<file path="config.mk">
export PLATFORM = sky130hd
export DESIGN_NAME = twiddle_mul_w8
export DESIGN_NICKNAME = d
export VERILOG_FILES = /design/src/rtl/fft8_pkg.sv /design/src/rtl/inv_sqrt2_scale.sv /design/src/rtl/twiddle_mul_w8.sv
export SDC_FILE = /design/constraint.sdc
export NUM_CORES = 1
export LEC_CHECK = 0
export CAP_MARGIN = 5
export CORE_MARGIN = 8
export CORE_UTILIZATION = 25
export DETAILED_ROUTE_END_ITERATION = 7
export PLACE_DENSITY = 0.44
export SYNTH_ARGS = -nofsm -noshare
export SYNTH_HDL_FRONTEND = slang
export SYNTH_SLANG_ARGS = --single-unit
</file>
<file path="constraint.sdc">
create_clock -name clk -period 6.7 [get_ports clk]
set_input_delay 1.675 -clock clk [delete_from_list [all_inputs] [get_ports clk]]
set_output_delay 1.675 -clock clk [all_outputs]
set_load 0.02 [all_outputs]
</file>
<file path="src/rtl/fft8_pkg.sv">
// Shared constants and helpers for the 8-point FFT datapath: twiddle indices,
// the 1/sqrt2 shift list and signed saturation.
package fft8_pkg;

  // Shift amounts whose sum of 2^-n terms approximates 1/sqrt2 (181/256)
  localparam int SHIFT_LIST [5] = '{1, 3, 4, 6, 8};

  localparam logic [2:0] TW_0 = 3'd0;
  localparam logic [2:0] TW_1 = 3'd1;
  localparam logic [2:0] TW_2 = 3'd2;
  localparam logic [2:0] TW_3 = 3'd3;
  localparam logic [2:0] TW_4 = 3'd4;
  localparam logic [2:0] TW_5 = 3'd5;
  localparam logic [2:0] TW_6 = 3'd6;
  localparam logic [2:0] TW_7 = 3'd7;

  function automatic logic signed [31:0] sat_w(input logic signed [31:0] value,
                                               input int width);
    logic signed [31:0] hi;
    logic signed [31:0] lo;
    hi = (32'sd1 <<< (width - 1)) - 32'sd1;
    lo = -hi - 32'sd1;
    if (value > hi)      return hi;
    else if (value < lo) return lo;
    else                 return value;
  endfunction

endpackage

</file>
<file path="src/rtl/inv_sqrt2_scale.sv">
// Two-stage registered shift-add multiply by 181/256 (about 1/sqrt2).
// TWIDDLE_ROUND_EN: exact x*181 with round-half-up; otherwise each term floored.
module inv_sqrt2_scale
  import fft8_pkg::*;
#(
  parameter int XW = 18
) (
  input  logic                 clk,
  input  logic                 rst,
  input  logic                 en,
  input  logic signed [XW-1:0] x,
  output logic signed [XW-1:0] y
);

`ifdef TWIDDLE_ROUND_EN
  localparam int FRAC = 8;
`else
  localparam int FRAC = 0;
`endif
  localparam int PW = XW + FRAC + 1;

  logic signed [XW-1:0] x_p1_d, x_p1_q;
  logic signed [PW-1:0] xa;
  logic signed [PW-1:0] pa_p2_d, pa_p2_q;
  logic signed [PW-1:0] pb_p2_d, pb_p2_q;
  logic signed [PW-1:0] pc_p2_d, pc_p2_q;
  logic signed [PW-1:0] sum;

  always_comb begin
    x_p1_d  = x;
    // Left-aligning by FRAC bits makes every shifted term exact in rounding mode
    xa      = PW'(x_p1_q) <<< FRAC;
    pa_p2_d = (xa >>> SHIFT_LIST[0]) + (xa >>> SHIFT_LIST[1]);
    pb_p2_d = (xa >>> SHIFT_LIST[2]) + (xa >>> SHIFT_LIST[3]);
    pc_p2_d = xa >>> SHIFT_LIST[4];
    sum     = pa_p2_q + pb_p2_q + pc_p2_q;
`ifdef TWIDDLE_ROUND_EN
    y       = XW'((sum + (PW'(1) <<< (FRAC - 1))) >>> FRAC);
`else
    y       = XW'(sum);
`endif
  end

  // stage 1: operand register
  // stage 2: partial sums
  always_ff @(posedge clk or negedge rst) begin
    if (!rst) begin
      x_p1_q  <= '0;
      pa_p2_q <= '0;
      pb_p2_q <= '0;
      pc_p2_q <= '0;
    end else if (en) begin
      x_p1_q  <= x_p1_d;
      pa_p2_q <= pa_p2_d;
      pb_p2_q <= pb_p2_d;
      pc_p2_q <= pc_p2_d;
    end
  end

endmodule

</file>
<file path="src/rtl/twiddle_mul_w8.sv">
// Pipelined complex multiply by W8^k (3-cycle latency, stallable via en).
// TWIDDLE_ROUND_EN selects round-half-up in the 1/sqrt2 scaler.
module twiddle_mul_w8
  import fft8_pkg::*;
#(
  parameter int W = 16
) (
  input  logic                clk,
  input  logic                rst,
  input  logic                en,
  input  logic                in_valid,
  input  logic [2:0]          in_k,
  input  logic signed [W-1:0] in_re,
  input  logic signed [W-1:0] in_im,
  output logic                out_valid,
  output logic signed [W-1:0] out_re,
  output logic signed [W-1:0] out_im
);

  // Two guard bits: one for a+b, one so that -(a+b) never wraps
  localparam int XW = W + 2;

  logic signed [XW-1:0] a_x, b_x, s_x, d_x;
  logic signed [XW-1:0] op_re_p1_d, op_im_p1_d, op_re_p1_q, op_im_p1_q;
  logic signed [XW-1:0] op_re_p2_q, op_im_p2_q;
  logic                 odd_p1_d, odd_p1_q, odd_p2_q;
  logic                 vld_p1_q, vld_p2_q;
  logic signed [XW-1:0] sc_re, sc_im;
  logic signed [XW-1:0] res_re, res_im;
  logic signed [W-1:0]  out_re_d, out_re_q, out_im_d, out_im_q;
  logic                 out_valid_q;

  // stage 1: pre-add and operand select; signs are folded in before scaling
  always_comb begin
    a_x        = XW'(in_re);
    b_x        = XW'(in_im);
    s_x        = a_x + b_x;
    d_x        = a_x - b_x;
    odd_p1_d   = in_k[0];
    op_re_p1_d = a_x;
    op_im_p1_d = b_x;
    case (in_k)
      TW_0: begin op_re_p1_d =  a_x; op_im_p1_d =  b_x; end
      TW_1: begin op_re_p1_d =  s_x; op_im_p1_d = -d_x; end
      TW_2: begin op_re_p1_d =  b_x; op_im_p1_d = -a_x; end
      TW_3: begin op_re_p1_d = -d_x; op_im_p1_d = -s_x; end
      TW_4: begin op_re_p1_d = -a_x; op_im_p1_d = -b_x; end
      TW_5: begin op_re_p1_d = -s_x; op_im_p1_d =  d_x; end
      TW_6: begin op_re_p1_d = -b_x; op_im_p1_d =  a_x; end
      TW_7: begin op_re_p1_d =  d_x; op_im_p1_d =  s_x; end
      default: ;
    endcase
  end

  inv_sqrt2_scale #(.XW(XW)) u_scale_re (
    .clk (clk),
    .rst (rst),
    .en  (en),
    .x   (op_re_p1_d),
    .y   (sc_re)
  );

  inv_sqrt2_scale #(.XW(XW)) u_scale_im (
    .clk (clk),
    .rst (rst),
    .en  (en),
    .x   (op_im_p1_d),
    .y   (sc_im)
  );

  // stage 3: pick scaled or bypass rail, saturate to W bits
  always_comb begin
    res_re   = odd_p2_q ? sc_re : op_re_p2_q;
    res_im   = odd_p2_q ? sc_im : op_im_p2_q;
    out_re_d = W'(sat_w(32'(res_re), W));
    out_im_d = W'(sat_w(32'(res_im), W));
  end

  always_ff @(posedge clk or negedge rst) begin
    if (!rst) begin
      vld_p1_q    <= 1'b0;
      odd_p1_q    <= 1'b0;
      op_re_p1_q  <= '0;
      op_im_p1_q  <= '0;
      vld_p2_q    <= 1'b0;
      odd_p2_q    <= 1'b0;
      op_re_p2_q  <= '0;
      op_im_p2_q  <= '0;
      out_valid_q <= 1'b0;
      out_re_q    <= '0;
      out_im_q    <= '0;
    end else if (en) begin
      vld_p1_q    <= in_valid;
      odd_p1_q    <= odd_p1_d;
      op_re_p1_q  <= op_re_p1_d;
      op_im_p1_q  <= op_im_p1_d;
      vld_p2_q    <= vld_p1_q;
      odd_p2_q    <= odd_p1_q;
      op_re_p2_q  <= op_re_p1_q;
      op_im_p2_q  <= op_im_p1_q;
      out_valid_q <= vld_p2_q;
      out_re_q    <= out_re_d;
      out_im_q    <= out_im_d;
    end
  end

  assign out_valid = out_valid_q;
  assign out_re    = out_re_q;
  assign out_im    = out_im_q;

endmodule
</file>
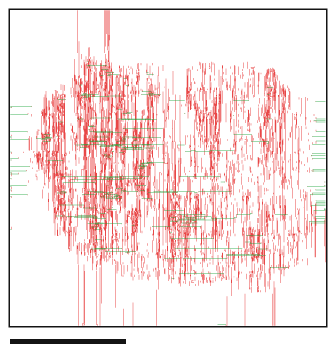
Fig. 1. Signal wires by layer.
The bar under the picture is 100 um long. Two of the layers only.
color	layer	wire length
red	met2	24.5 mm
green	met3	2,530 um

==> results.json <==
{
  "num_antenna_cells": 0,
  "finalCritPeriodShare_pct": 81.65,
  "synthTopCellsByCount": "dfrtp_1, nor2_1, nand2_1, a21oi_1, o21ai_0",
  "wl_um": 56570,
  "clock_path_buffers": 2,
  "skew_ns": 0.01215,
  "worstPathCellList": "clkdlybuf4s50_1 > inv_1 > ha_1 > o21bai_4 > a21oi_2 > xnor2_1 > nor4_1 > nand3_1 > nor4_1 > a31oi_1 > o21ai_0 > a31oi_1",
  "fill_cells": 7041,
  "area_growth_pct": 12.98,
  "layout-drive-gt1-share_pct": 12.20,
  "syn_inst": 1879,
  "die_h_um": 272.4,
  "drt_iter0_drc": 1260,
  "ys_sh_adder_pct": 12.00,
  "cts_tree": "yes",
  "hold_path_class": "flip-flop to flip-flop",
  "clock.latency.late_pin_ns": 0.45,
  "cts_buffers": 17,
  "ant_nets": 0,
  "setup_violations": 0,
  "ff_type": "dfrtp_1",
  "crit_cells": 12,
  "synth-async-reset-ratio_pct": 100.0,
  "peakVddDrop_uv": 224.6,
  "ys_warn_count": 0,
  "ys_seq_share_pct": 26.05,
  "xor_share_pct": 7.707,
  "grt_usage_pct": 14.92,
  "syn_area_per_cell_um2": 8.744,
  "status": "complete, no violations",
  "core_um2": 65390,
  "post_drt_wl_per_cell_um": 20.46,
  "drc_errors": 0,
  "dr.pass1.iters": 5,
  "cp.arrival_ns": 5.80,
  "ys_types": 106,
  "clock_sinks": 171,
  "num_vias": 14434,
  "cap_violations": 0,
  "topCellsByArea": "dfrtp_1, ha_1, mux2_2",
  "flop_area_um2": 4279,
  "post-place-cells": 2733,
  "grt_max_degree": 123,
  "whs_ns": 0.4895,
  "grt_pass1_wl_um": 87630,
  "crit_family": "simple AND/OR/NAND/NOR gates",
  "slew_headroom_pct": 25.03,
  "synth.most_common_cell": "dfrtp_1",
  "synth.cell_area_um2": 16430,
  "crit_required_ns": 7.03,
  "max_stage_delay_ns": 0.76,
  "fin_area_um2": 18560,
  "fin_crit_ns": 5.471,
  "worst_pin_slew_ns": 1.116,
  "hold_path_depth": 1,
  "warnings": 46,
  "grt.overflow.total": 0,
  "placed_area_um2": 17980,
  "post-place-ws_ns": 0.7587,
  "aoi_share_pct": 25.38,
  "ys_sh_simple_pct": 15.83,
  "clk_pin_slew_ns": 0.08,
  "gp_congestion": 0.9341,
  "crit_slowest_cell": "nor4_1",
  "setup_slack_ns": 1.229,
  "postCtsSetupBuffers": 0,
  "dpl.hpwl_um": 44510,
  "synth_flop_count": 171,
  "finalMaxSlewViolations": 0,
  "cp_num_buf_inv": 2,
  "fin_nets": 2063,
  "vias_per_cell": 5.220,
  "fp_nets": 2054,
  "io_buffers": 71,
  "critPathKind": "input port to flip-flop",
  "ys_cells": 1879
}
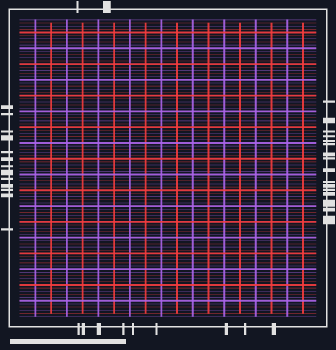
Fig. 2. Supply network.
The bar under the picture is 100 um long. Pins as bars on the die edge.
color	net
purple	VSS
red	VDD
rows	94
signal pins	72

worst paths after layout:
path | startpoint | slack, ns | end
worst max-delay path | in_im[2] | 1.23 | op_im_p1_q[16]$_DFFE_PN0P_
worst min-delay path | out_im[14]$_DFFE_PN0P_ | 0.49 | out_im[14]$_DFFE_PN0P_
worst max register to register | op_re_p2_q[9]$_DFFE_PN0P_ | 2.45 | out_re[11]$_DFFE_PN0P_
worst min register to register | out_im[14]$_DFFE_PN0P_ | 0.49 | out_im[14]$_DFFE_PN0P_
max in group asynchronous | rst | 4.26 | op_im_p2_q[11]$_DFFE_PN0P_
min in group asynchronous | rst | 1.28 | op_re_p2_q[5]$_DFFE_PN0P_
per-layer routing:
layer  up-vias  global-route usage (%)  routed length [um]  part of all wire [%]
met1      7047                   21.62               27910                    49
li1       6924                       -                   -                     -
met4         2                   5.045                1617                   2.9
met2       386                   22.69               24510                    43
met5         -                       0                  13                 0.023
met3        75                   1.789                2526                   4.5
registers in the layout, summed over array words and instances (netlist names):
register / count
op_im_p2_q: 17
odd_p2_q: 1
out_valid: 1
u_scale_re.pa_p2_q: 17
u_scale_re.pb_p2_q: 14
op_re_p2_q: 18
out_im: 16
odd_p1_q: 1
vld_p1_q: 1
vld_p2_q: 1
u_scale_re.x_p1_q: 18
op_im_p1_q: 18
out_re: 16
u_scale_im.pa_p2_q: 18
u_scale_im.pb_p2_q: 14
logic make-up (layout without fill, tap and decap cells):
logic type	after synthesis	count (layout)
AND-OR/OR-AND	598	598
XOR/XNOR	142	142
buffers and inverters	202	224
adder cells (fa/ha/maj)	136	136
multiplexers	119	119
flip-flops	171	171
AND/OR/NAND/NOR	511	511
cells in the final DEF (no fill, tap or decap), types with 66 or more instances in the layout:
cell type          n
dfrtp_1          171
nor2_1           144
nand2_1          132
a21oi_1          123
o21ai_0          121
mux2_2           101
xnor2_1          100
ha_1             100
inv_1             86
clkdlybuf4s50_1   66
layout make-up:
| class | instances | share of cell area [%] |
|---|---|---|
| multi-input cells | 1506 | 61.09 |
| flip-flops and latches | 171 | 23.05 |
| well taps | 864 | 5.824 |
| repair buffers | 101 | 5.042 |
| clock buffers | 17 | 2.292 |
| inverters | 91 | 1.840 |
| clock inverters | 15 | 0.8561 |
stage by stage:
step / power (mW) / util, %
after detailed placement: 6.793 / 27.49
after global routing: 8.493 / 28.38
after floorplan: 5.354 / -
final: 7.784 / 28.38
after CTS: 7.856 / 28.38
after global placement: 6.754 / 27.49
report_power, final:
part / switching (mW) / leakage (nW) / internal [mW]
clock network: 0.488 / 0.281 / 0.528
logic: 2.83 / 5.10 / 2.21
registers: 0.333 / 2.02 / 1.40
Power figures rest on the tool's default switching activity, not on a simulated workload.
